run_1/m1.png
Scale bar: 20 um.
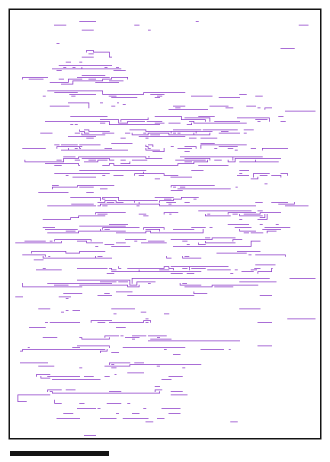
run_1/m2.png
Scale bar: 20 um. Cells faint in the background.
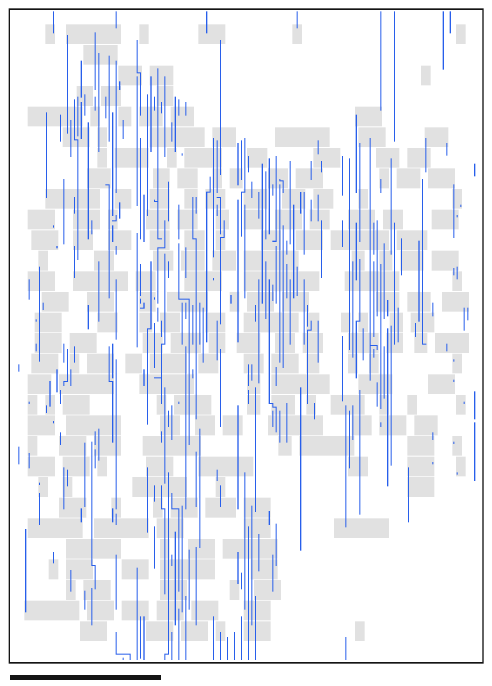
run_1/m3.png
Scale bar: 20 um. Cells faint in the background.
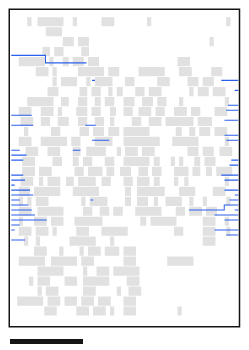
run_1/congestion_map.png
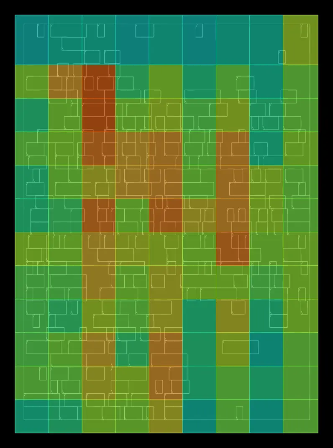
## src/rtl/player_laser.sv

```systemverilog
// player_laser
// Single-shot laser controller for the player ship. A rising edge on the
// centre button launches one laser from the ship's gun position. The laser
// climbs step_p pixels per video frame. It is retired by a target hit or
// at the top border, and a frame-counted cooldown then blocks the next
// shot.
//
// Ports
//   clk_i, reset_i          clock, synchronous active-high reset
//   shoot_i                 centre button level
//   frame_i                 one-cycle pulse per video frame
//   gun_pos_i[9:0]          ship gun x, latched at launch
//   alive_i                 player alive; when low the laser is dropped
//   freeze_i                game paused; all state except the button history holds
//   target_hit_i            collision logic reports a hit on the laser
//   laser_active_o          laser on screen (state FLYING)
//   laser_x_o[9:0]          latched laser x
//   laser_top_o[9:0]        laser top y
//   laser_bottom_o[9:0]     laser_top_o + length_p - 1 (10-bit wrap)
//   fired_o                 one-cycle pulse per launch
//   laser_{red,green,blue}_o  constant laser colour nibbles
//   state_o[1:0]            present state, for debug
module player_laser #(
    parameter logic [11:0] color_p      = {4'hF, 4'hF, 4'hF},
    parameter logic [9:0]  spawn_y_p    = 10'd440,
    parameter logic [9:0]  top_border_p = 10'd8,
    parameter logic [9:0]  step_p       = 10'd8,
    parameter logic [9:0]  length_p     = 10'd12,
    parameter logic [3:0]  cooldown_p   = 4'd15
) (
    input  logic       clk_i,
    input  logic       reset_i,
    input  logic       shoot_i,
    input  logic       frame_i,
    input  logic [9:0] gun_pos_i,
    input  logic       alive_i,
    input  logic       freeze_i,
    input  logic       target_hit_i,
    output logic       laser_active_o,
    output logic [9:0] laser_x_o,
    output logic [9:0] laser_top_o,
    output logic [9:0] laser_bottom_o,
    output logic       fired_o,
    output logic [3:0] laser_red_o,
    output logic [3:0] laser_green_o,
    output logic [3:0] laser_blue_o,
    output logic [1:0] state_o
);

    localparam logic [1:0] IDLE     = 2'b00;
    localparam logic [1:0] FLYING   = 2'b01;
    localparam logic [1:0] COOLDOWN = 2'b10;

    logic [1:0] state_q, state_d;
    logic [9:0] laser_x_q, laser_x_d;
    logic [9:0] laser_top_q, laser_top_d;
    logic [3:0] cd_cnt_q, cd_cnt_d;
    logic       fired_q, fired_d;
    logic       shoot_q;
    logic       fire_req;
    logic       enter_idle;
    logic       enter_cool;

    // Next-state logic. Individual branches only raise enter_idle/enter_cool;
    // the shared entry actions for those states are applied once at the end.
    // A zero cooldown turns a retirement straight into an IDLE entry.
    always_comb begin
        fire_req    = shoot_i & ~shoot_q;
        state_d     = state_q;
        laser_x_d   = laser_x_q;
        laser_top_d = laser_top_q;
        cd_cnt_d    = cd_cnt_q;
        fired_d     = 1'b0;
        enter_idle  = 1'b0;
        enter_cool  = 1'b0;

        case (state_q)
            IDLE: begin
                if (fire_req && alive_i && !freeze_i) begin
                    state_d     = FLYING;
                    laser_x_d   = gun_pos_i;
                    laser_top_d = spawn_y_p;
                    fired_d     = 1'b1;
                end
            end
            FLYING: begin
                if (!alive_i) begin
                    enter_idle = 1'b1;
                end else if (!freeze_i) begin
                    if (target_hit_i) begin
                        enter_cool = 1'b1;
                    end else if (frame_i) begin
                        // The miss check comes before the subtraction, so the top never underflows
                        if (laser_top_q < top_border_p + step_p) begin
                            enter_cool = 1'b1;
                        end else begin
                            laser_top_d = laser_top_q - step_p;
                        end
                    end
                end
            end
            COOLDOWN: begin
                if (!alive_i) begin
                    enter_idle = 1'b1;
                end else if (!freeze_i && frame_i) begin
                    if (cd_cnt_q == 4'd1) begin
                        enter_idle = 1'b1;
                    end else begin
                        cd_cnt_d = cd_cnt_q - 4'd1;
                    end
                end
            end
            default: begin
                enter_idle = 1'b1;
            end
        endcase

        if (enter_cool) begin
            if (cooldown_p == 4'd0) begin
                enter_idle = 1'b1;
            end else begin
                state_d  = COOLDOWN;
                cd_cnt_d = cooldown_p;
            end
        end

        if (enter_idle) begin
            state_d     = IDLE;
            laser_top_d = spawn_y_p;
            cd_cnt_d    = 4'd0;
        end
    end

    // State registers. shoot_q samples the button every cycle, even while frozen,
    // so an edge that arrives during a freeze is consumed rather than deferred.
    always_ff @(posedge clk_i) begin
        if (reset_i) begin
            state_q     <= IDLE;
            laser_x_q   <= 10'd0;
            laser_top_q <= spawn_y_p;
            cd_cnt_q    <= 4'd0;
            fired_q     <= 1'b0;
            shoot_q     <= 1'b0;
        end else begin
            state_q     <= state_d;
            laser_x_q   <= laser_x_d;
            laser_top_q <= laser_top_d;
            cd_cnt_q    <= cd_cnt_d;
            fired_q     <= fired_d;
            shoot_q     <= shoot_i;
        end
    end

    assign laser_active_o = (state_q == FLYING);
    assign laser_x_o      = laser_x_q;
    assign laser_top_o    = laser_top_q;
    assign laser_bottom_o = laser_top_q + length_p - 10'd1;
    assign fired_o        = fired_q;
    assign state_o        = state_q;
    assign laser_red_o    = color_p[11:8];
    assign laser_green_o  = color_p[7:4];
    assign laser_blue_o   = color_p[3:0];

endmodule

```

## config.mk

```make
export PLATFORM = sky130hd
export DESIGN_NAME = player_laser
export DESIGN_NICKNAME = d
export VERILOG_FILES = /design/src/rtl/player_laser.sv
export SDC_FILE = /design/constraint.sdc
export NUM_CORES = 1
export LEC_CHECK = 0
export ABC_AREA = 0
export CAP_MARGIN = 40
export CELL_PAD_IN_SITES_DETAIL_PLACEMENT = 1
export CELL_PAD_IN_SITES_GLOBAL_PLACEMENT = 1
export CORE_ASPECT_RATIO = 1.4
export CORE_MARGIN = 1.5
export CORE_UTILIZATION = 31
export CTS_CLUSTER_DIAMETER = 60
export DETAILED_ROUTE_END_ITERATION = 10
export PLACE_DENSITY = 0.83
export SETUP_SLACK_MARGIN = 0.15
export SYNTH_ARGS = -nofsm -noshare
export SYNTH_HDL_FRONTEND = slang
export SYNTH_SLANG_ARGS = --single-unit
```

## constraint.sdc

```tcl
create_clock -name clk_i -period 2.5 [get_ports clk_i]
set_clock_uncertainty 0.2 [all_clocks]
set_input_delay 0.5 -clock clk_i [delete_from_list [all_inputs] [get_ports clk_i]]
set_output_delay 0.5 -clock clk_i [all_outputs]
set_load 0.01 [all_outputs]
```

==> impl_metrics.tcl, run 1 <==
# collected from the flow reports
set metrics [dict create \
    status "finished clean" \
    final-clk-cell-share_pct 2.332 \
    post_cts_resize_count 5 \
    leakage_nw 0.8952 \
    finalSetupTns_ps 0 \
    largest_reg_flops 10 \
    sequentialPower_w 0.000412 \
    io_pins 63 \
    grt_pass1_wl_um 6382 \
    min_period_ps 2256 \
    ys_ff 25 \
    rr_worst_depth 5 \
    rsz0062_at_grt "no" \
    synth_stat.cells 164 \
    maxCapViolCount 0 \
    die_h_um 86.17 \
    nets 246 \
    aoi_share_pct 18.63 \
    power_w 0.0008083 \
    globalRouteMet3Util_pct 1.444 \
    comb_power_w 0.000132 \
    grt_max_degree 17 \
    top_cells_by_count "dfxtp_1 (25), buf_4 (20), nor2_1 (18), mux2i_1 (15), inv_1 (7)" \
    flops 25 \
    min_to "laser_x_o[7]" \
    sh_seq_area_pct 23.44 \
    p_int_w 0.0005925 \
    wl_met2_um 1968 \
    critical_path_required_ps 2510 \
    cts_setup_buffers 0 \
    hpwl_um 3047 \
    worstPathArrival_ps 2270 \
    nMultiInputCombCells 124 \
    yosysChipArea_sq_mm 0.001531 \
    async_flop_share_pct 0 \
]
## Picture notes: m1.png
share of all routed wire: 44%
longest straight run: 27.6 um
main direction: horizontal

## Picture notes: m2.png
wire length on this layer: 1970 um
share of all routed wire: 50%
main direction: vertical
nets with wire on the layer: 221

## Picture notes: m3.png
main direction: horizontal
share of all routed wire: 4.5%
nets with wire on the layer: 41
longest straight run: 11.0 um
wire length on this layer: 175 um

## Picture notes: congestion_map.png
layer carrying the most global-route usage: met2
GRT Total Usage: 14.81%
Wirelength per Cell: 13.63 um
met1 Track Usage GR: 18.26%

--- run 2 (diff from run 1) ---
Settings changed: CORE_UTILIZATION 31 to 40, DONT_BUFFER_PORTS from default to 1, PLACE_DENSITY 0.83 to 0.74.
Clock period 2.5 ns to 2.2 ns, I/O delays scaled along.
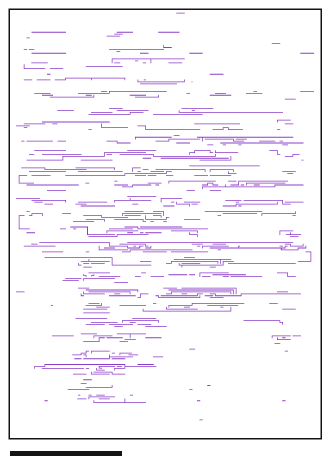
run_2/m1.png
Scale bar: 20 um.
wire length on this layer: 1530 um
nets with wire on the layer: 176

==> impl_metrics.tcl, run 2 <==
# collected from the flow reports
set metrics [dict create \
    status "finished clean" \
    die_h_um 76.21 \
    flops 25 \
    nMultiInputCombCells 124 \
    post_cts_resize_count 6 \
    synth_stat.cells 164 \
    busiest_layer "met2" \
    wirelength_um 3914 \
    globalRouteMet3Util_pct 3.735 \
    nets 201 \
    async_flop_share_pct 0 \
    hpwl_um 2893 \
    wire_per_inst_um 17.71 \
    p_int_w 0.0006246 \
    finalSetupTns_ps 0 \
    aoi_share_pct 18.63 \
    maxCapViolCount 0 \
    leakage_nw 0.7184 \
    min_period_ps 2011 \
    power_w 0.0008623 \
    wl_met2_um 2071 \
    final-clk-cell-share_pct 2.874 \
    largest_reg_flops 10 \
    sh_seq_area_pct 30.21 \
    grt_max_degree 16 \
    nNonClkInverters 7 \
    comb_power_w 0.0000896 \
    worstPathArrival_ps 1370 \
    rr_worst_depth 4 \
    use_met1_pct 19.43 \
    sequentialPower_w 0.000469 \
    rsz0062_at_grt "yes" \
    grt_pass1_wl_um 6127 \
    yosysChipArea_sq_mm 0.001531 \
]
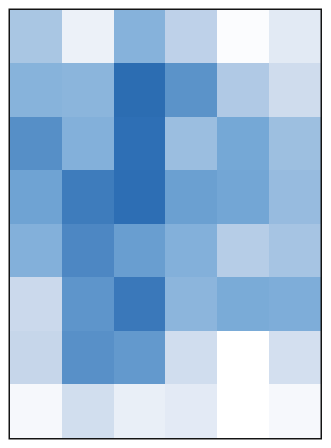
run_2/util_map.png
The die is cut into 6 by 8 equal tiles; white is low, dark blue is high, 0 to 100% covered.
mean over tiles: 39%
fullest tile: 76%
emptiest ninth of the die: lower right
tiles over 75% full: 2.1%
nearly empty tiles: 6.2%

